**src/rtl/ram_xfer_seq_ctrl.sv**
```systemverilog
// ram_xfer_seq_ctrl: sequences fill, copy and drain of the two-RAM byte datapath
module ram_xfer_seq_ctrl #(
  parameter int ADDR_W = 4,
  parameter int DEPTH  = 16
) (
  input  logic              clk,
  input  logic              reset_n,
  input  logic              start,
  input  logic              stall,
  output logic              ram_a_we,
  output logic              ram_a_re,
  output logic [ADDR_W-1:0] ram_a_addr,
  output logic              ram_b_we,
  output logic              ram_b_re,
  output logic [ADDR_W-1:0] ram_b_addr,
  output logic              out_valid,
  output logic              busy,
  output logic              done,
  output logic [1:0]        phase
);
  typedef enum logic [2:0] {IDLE, FILL, COPY, DRAIN, DONE_ST} state_t;
  localparam logic [ADDR_W:0] LAST = (ADDR_W+1)'(DEPTH);
  state_t            st, st_n;
  logic [ADDR_W:0]   cnt, cnt_n, base;
  logic              iss, a_we_n, a_re_n, b_we_n, b_re_n, ov_n, done_n, busy_n;
  logic [ADDR_W-1:0] a_addr_n, b_addr_n;
  logic [1:0]        phase_n;
  // Next state plus the registered image of every output for the coming cycle;
  // the lag stage (b_we/out_valid) retires regardless of stall.
  always_comb begin
    st_n = st;
    base = cnt;
    b_we_n = 1'b0;
    ov_n = 1'b0;
    b_addr_n = ram_b_addr;
    case (st)
      IDLE: if (start) begin
        st_n = FILL;
        base = '0;
      end
      FILL: if (cnt == LAST && !stall) begin
        st_n = COPY;
        base = '0;
      end
      COPY: begin
        b_we_n = ram_a_re;
        b_addr_n = ram_a_re ? ram_a_addr : ram_b_addr;
        if (cnt == LAST && !ram_a_re && !stall) begin
          st_n = DRAIN;
          base = '0;
        end
      end
      DRAIN: begin
        ov_n = ram_b_re;
        if (cnt == LAST && !ram_b_re && !stall) st_n = DONE_ST;
      end
      default: st_n = IDLE;
    endcase
    iss = !stall && base != LAST && (st_n == FILL || st_n == COPY || st_n == DRAIN);
    cnt_n = base + (ADDR_W+1)'(iss);
    a_we_n = iss && st_n == FILL;
    a_re_n = iss && st_n == COPY;
    b_re_n = iss && st_n == DRAIN;
    a_addr_n = (a_we_n || a_re_n) ? base[ADDR_W-1:0] : ram_a_addr;
    if (b_re_n) b_addr_n = base[ADDR_W-1:0];
    done_n = st_n == DONE_ST;
    phase_n = st_n == FILL ? 2'd1 : st_n == COPY ? 2'd2 : st_n == DRAIN ? 2'd3 : 2'd0;
    busy_n = phase_n != 2'd0;
  end
  // State, counter and output registers; reset clears all of them immediately.
  always_ff @(posedge clk or negedge reset_n) begin
    if (!reset_n) begin
      st <= IDLE;
      cnt <= '0;
      ram_a_we <= 1'b0;
      ram_a_re <= 1'b0;
      ram_a_addr <= '0;
      ram_b_we <= 1'b0;
      ram_b_re <= 1'b0;
      ram_b_addr <= '0;
      out_valid <= 1'b0;
      busy <= 1'b0;
      done <= 1'b0;
      phase <= 2'd0;
    end else begin
      st <= st_n;
      cnt <= cnt_n;
      ram_a_we <= a_we_n;
      ram_a_re <= a_re_n;
      ram_a_addr <= a_addr_n;
      ram_b_we <= b_we_n;
      ram_b_re <= b_re_n;
      ram_b_addr <= b_addr_n;
      out_valid <= ov_n;
      busy <= busy_n;
      done <= done_n;
      phase <= phase_n;
    end
  end
endmodule

```
**config.mk**
```make
export PLATFORM = sky130hd
export DESIGN_NAME = ram_xfer_seq_ctrl
export DESIGN_NICKNAME = d
export VERILOG_FILES = /design/src/rtl/ram_xfer_seq_ctrl.sv
export SDC_FILE = /design/constraint.sdc
export NUM_CORES = 1
export LEC_CHECK = 0
export CAP_MARGIN = 20
export CELL_PAD_IN_SITES_DETAIL_PLACEMENT = 1
export CELL_PAD_IN_SITES_GLOBAL_PLACEMENT = 2
export CORE_ASPECT_RATIO = 1.5
export CORE_MARGIN = 1.5
export CORE_UTILIZATION = 25
export CTS_BUF_LIST = sky130_fd_sc_hd__clkbuf_8
export DETAILED_ROUTE_END_ITERATION = 8
export PLACE_DENSITY_LB_ADDON = 0.2
export SLEW_MARGIN = 20
export SYNTH_ARGS = -nofsm -noshare
export SYNTH_HDL_FRONTEND = slang
export SYNTH_SLANG_ARGS = --single-unit
```
**constraint.sdc**
```tcl
create_clock -name clk -period 3.1 [get_ports clk]
set_input_delay 0.465 -clock clk [delete_from_list [all_inputs] [get_ports clk]]
set_output_delay 0.465 -clock clk [all_outputs]
set_load 0.01 [all_outputs]
```
**Metal 1**

Scale bar: 20 um.
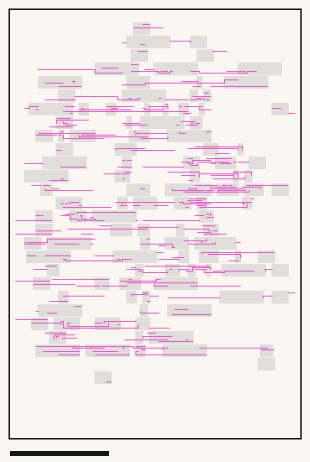
104 nets have wire on it. The layer holds 43% of the routed length. The longest straight run is 25.3 um. The wires run mostly horizontal. The layer carries 1,180 um of wire.

==> summary.rpt <==
PHYSICAL IMPLEMENTATION REPORT
----------------------------------------------------
[STA]
  Hold Violations, Final ........................ 0
  Unrepaired setup endpoints after global routing ........................ false
  Clock skew after layout ........................ 0.00819 ns
  Worst hold margin ........................ 0.487 ns
  Post-route setup TNS ........................ 0 ns
  Normalized max-slew margin ........................ 0.765
  Worst-Margin Slew ........................ 0.351 ns
  Final setup violation count ........................ 0

[Power]
  Highest-power group ........................ registers
  Clock power frac ........................ 0.148
  Sw frac ........................ 0.345
  Leakage power summed over all cells ........................ 0.643 nW

[Clock network]
  Number of clock sinks ........................ 25
  Hold-fix buffers at CTS ........................ 0
  Library cell used as clock root buffer ........................ sky130_fd_sc_hd__clkbuf_8
  Setup Fix Bufs, Post-CTS ........................ 0
  Clock latency on the worst-skew pair ........................ around 0.27 ns
  Post-CTS clock slew at the launch and capture registers of the worst setup and hold paths ........................ 0.09 ns
  TritonCTS clock tree ........................ done

[Synth]
  Top cell type by total area after synthesis ........................ sky130_fd_sc_hd__dfrtp_1
  Ys cells ........................ around 90
  Ranking of synthesized cells by instance count ........................ sky130_fd_sc_hd__dfrtp_1 (25), sky130_fd_sc_hd__nor2_1 (6), sky130_fd_sc_hd__and2_1 (5)
  Area share of and/or/nand/nor cells after synthesis ........................ 0.224
  FA/HA/MAJ Cells, Area Fraction ........................ 0.0214
  Yosys Warn Count ........................ 0
  Flop and latch count out of synthesis ........................ 25
  Main combinational cell family by area after synthesis ........................ simple AND/OR/NAND/NOR gates
  Fraction of synthesis flops using an asynchronous set or reset pin ........................ 1.00
  Netlist Area Pre-Place ........................ 1170 um^2
  Post-synthesis net count ........................ 96
  Distinct lib cells ........................ 39

[Global route]
  Vias in the first global route ........................ 952
  Largest net degree at the start of global routing ........................ 26
  Global-route usage over all layers ........................ 0.122
  Fraction of met3 tracks used by global routing ........................ 0.0179
  Remaining Overflow, GRT ........................ 0
  Met2 global-route usage ........................ 0.212

[Worst setup path]
  Critical register-to-register path startpoint ........................ cnt[0]
  CP Capture Type ........................ register
  Highest fanout seen on the critical path ........................ 5
  Destination of the worst register-to-register timing path ........................ cnt[4]
  CP arrival ........................ 2.86 ns
  Type of the worst setup path ........................ register to register

[Placement]
  Placement Setup Slack ........................ approximately 0.31 ns
  Total placed cells including tap cells ........................ 156
  Number of I/O port buffers ........................ 20

[Hold path]
  Hold Path Cell Cnt ........................ 1
  Source of the worst hold timing path ........................ ram_b_addr[0]

[Detailed routing]
  First-pass detailed-route iteration total ........................ 4
  Via count ........................ 800
  Total wire length ........................ 2760 um
  Residual DRC count ........................ 0
  Final routed wire length divided by cell count ........................ approximately 17 um
  Max layer used ........................ met4
  Via-to-Cell Ratio ........................ 5.00
  Detail Route met2 WL ........................ approximately 1400 um

[Final layout]
  Biggest register ........................ cnt
  Net count of the finished layout ........................ 119
  Share of final-layout standard cells stronger than drive strength 1 ........................ 0.179
  Post-route insts no fill ........................ 160
  Flip-flop count of the largest register, all copies and words added ........................ 5

[Flow run]
  Number of OpenROAD warnings ........................ 26

[Floorplanning]
  Core Rows ........................ 30

[Status]
  Outcome ........................ finished clean

----------------------------------------------------
**Metal 2**

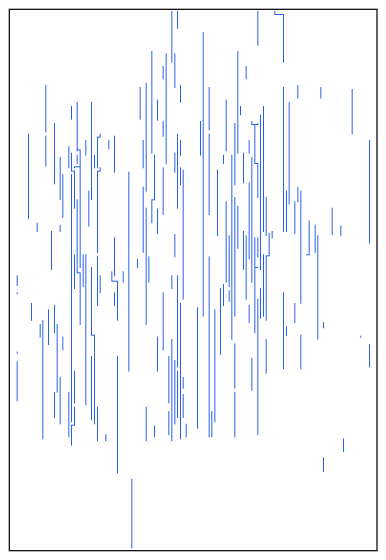
The wires run mostly vertical. 110 nets have wire on it. The layer holds 53% of the routed length. The layer carries 1,450 um of wire.

critical path, cell delays in order (launching register included):
cell and delay (ns):
sky130_fd_sc_hd__dfrtp_1 0.42, sky130_fd_sc_hd__or4b_4 0.56, sky130_fd_sc_hd__or3_4 0.38, sky130_fd_sc_hd__o31a_1 0.33
sky130_fd_sc_hd__and2_2 0.22, sky130_fd_sc_hd__ha_1 0.21, sky130_fd_sc_hd__ha_1 0.21, sky130_fd_sc_hd__nand3_1 0.11
sky130_fd_sc_hd__nand3_1 0.08, sky130_fd_sc_hd__o21ai_1 0.07
worst max-delay path by stage:
stage | startpoint | end | slack (ns) | cells after the start
2_1_floorplan | cnt[0] | cnt[4] | 0.60 | 9
3_3_place_gp | stall | cnt[4] | 0.35 | 11
3_5_place_dp | stall | cnt[4] | 0.31 | 11
4_1_cts | cnt[1] | cnt[4] | 0.41 | 9
5_1_grt | cnt[0] | cnt[4] | 0.25 | 9
6_report | cnt[0] | cnt[4] | 0.44 | 9
cell type report:
| cell class | count | area, um^2 |
|---|---|---|
| tap | 48 | 60.1 |
| multi-input combinational | 61 | 519 |
| timing repair buffer | 21 | 208 |
| clock buffer | 3 | 41.3 |
| clock inverter | 1 | 3.75 |
| inverter | 1 | 3.75 |
| fill | 506 | 3040 |
| sequential | 25 | 626 |
cell usage in the layout (no fill, tap or decap), types with 3 or more instances in the layout:
| master | n |
|---|---|
| sky130_fd_sc_hd__clkdlybuf4s50_1 | 20 |
| sky130_fd_sc_hd__mux2_4 | 4 |
| sky130_fd_sc_hd__and2_1 | 5 |
| sky130_fd_sc_hd__clkbuf_8 | 3 |
| sky130_fd_sc_hd__nor2_1 | 6 |
| sky130_fd_sc_hd__dfrtp_1 | 25 |
| sky130_fd_sc_hd__nor2b_1 | 4 |
| sky130_fd_sc_hd__nand3_1 | 3 |
Power is estimated from default activity; no workload was simulated.
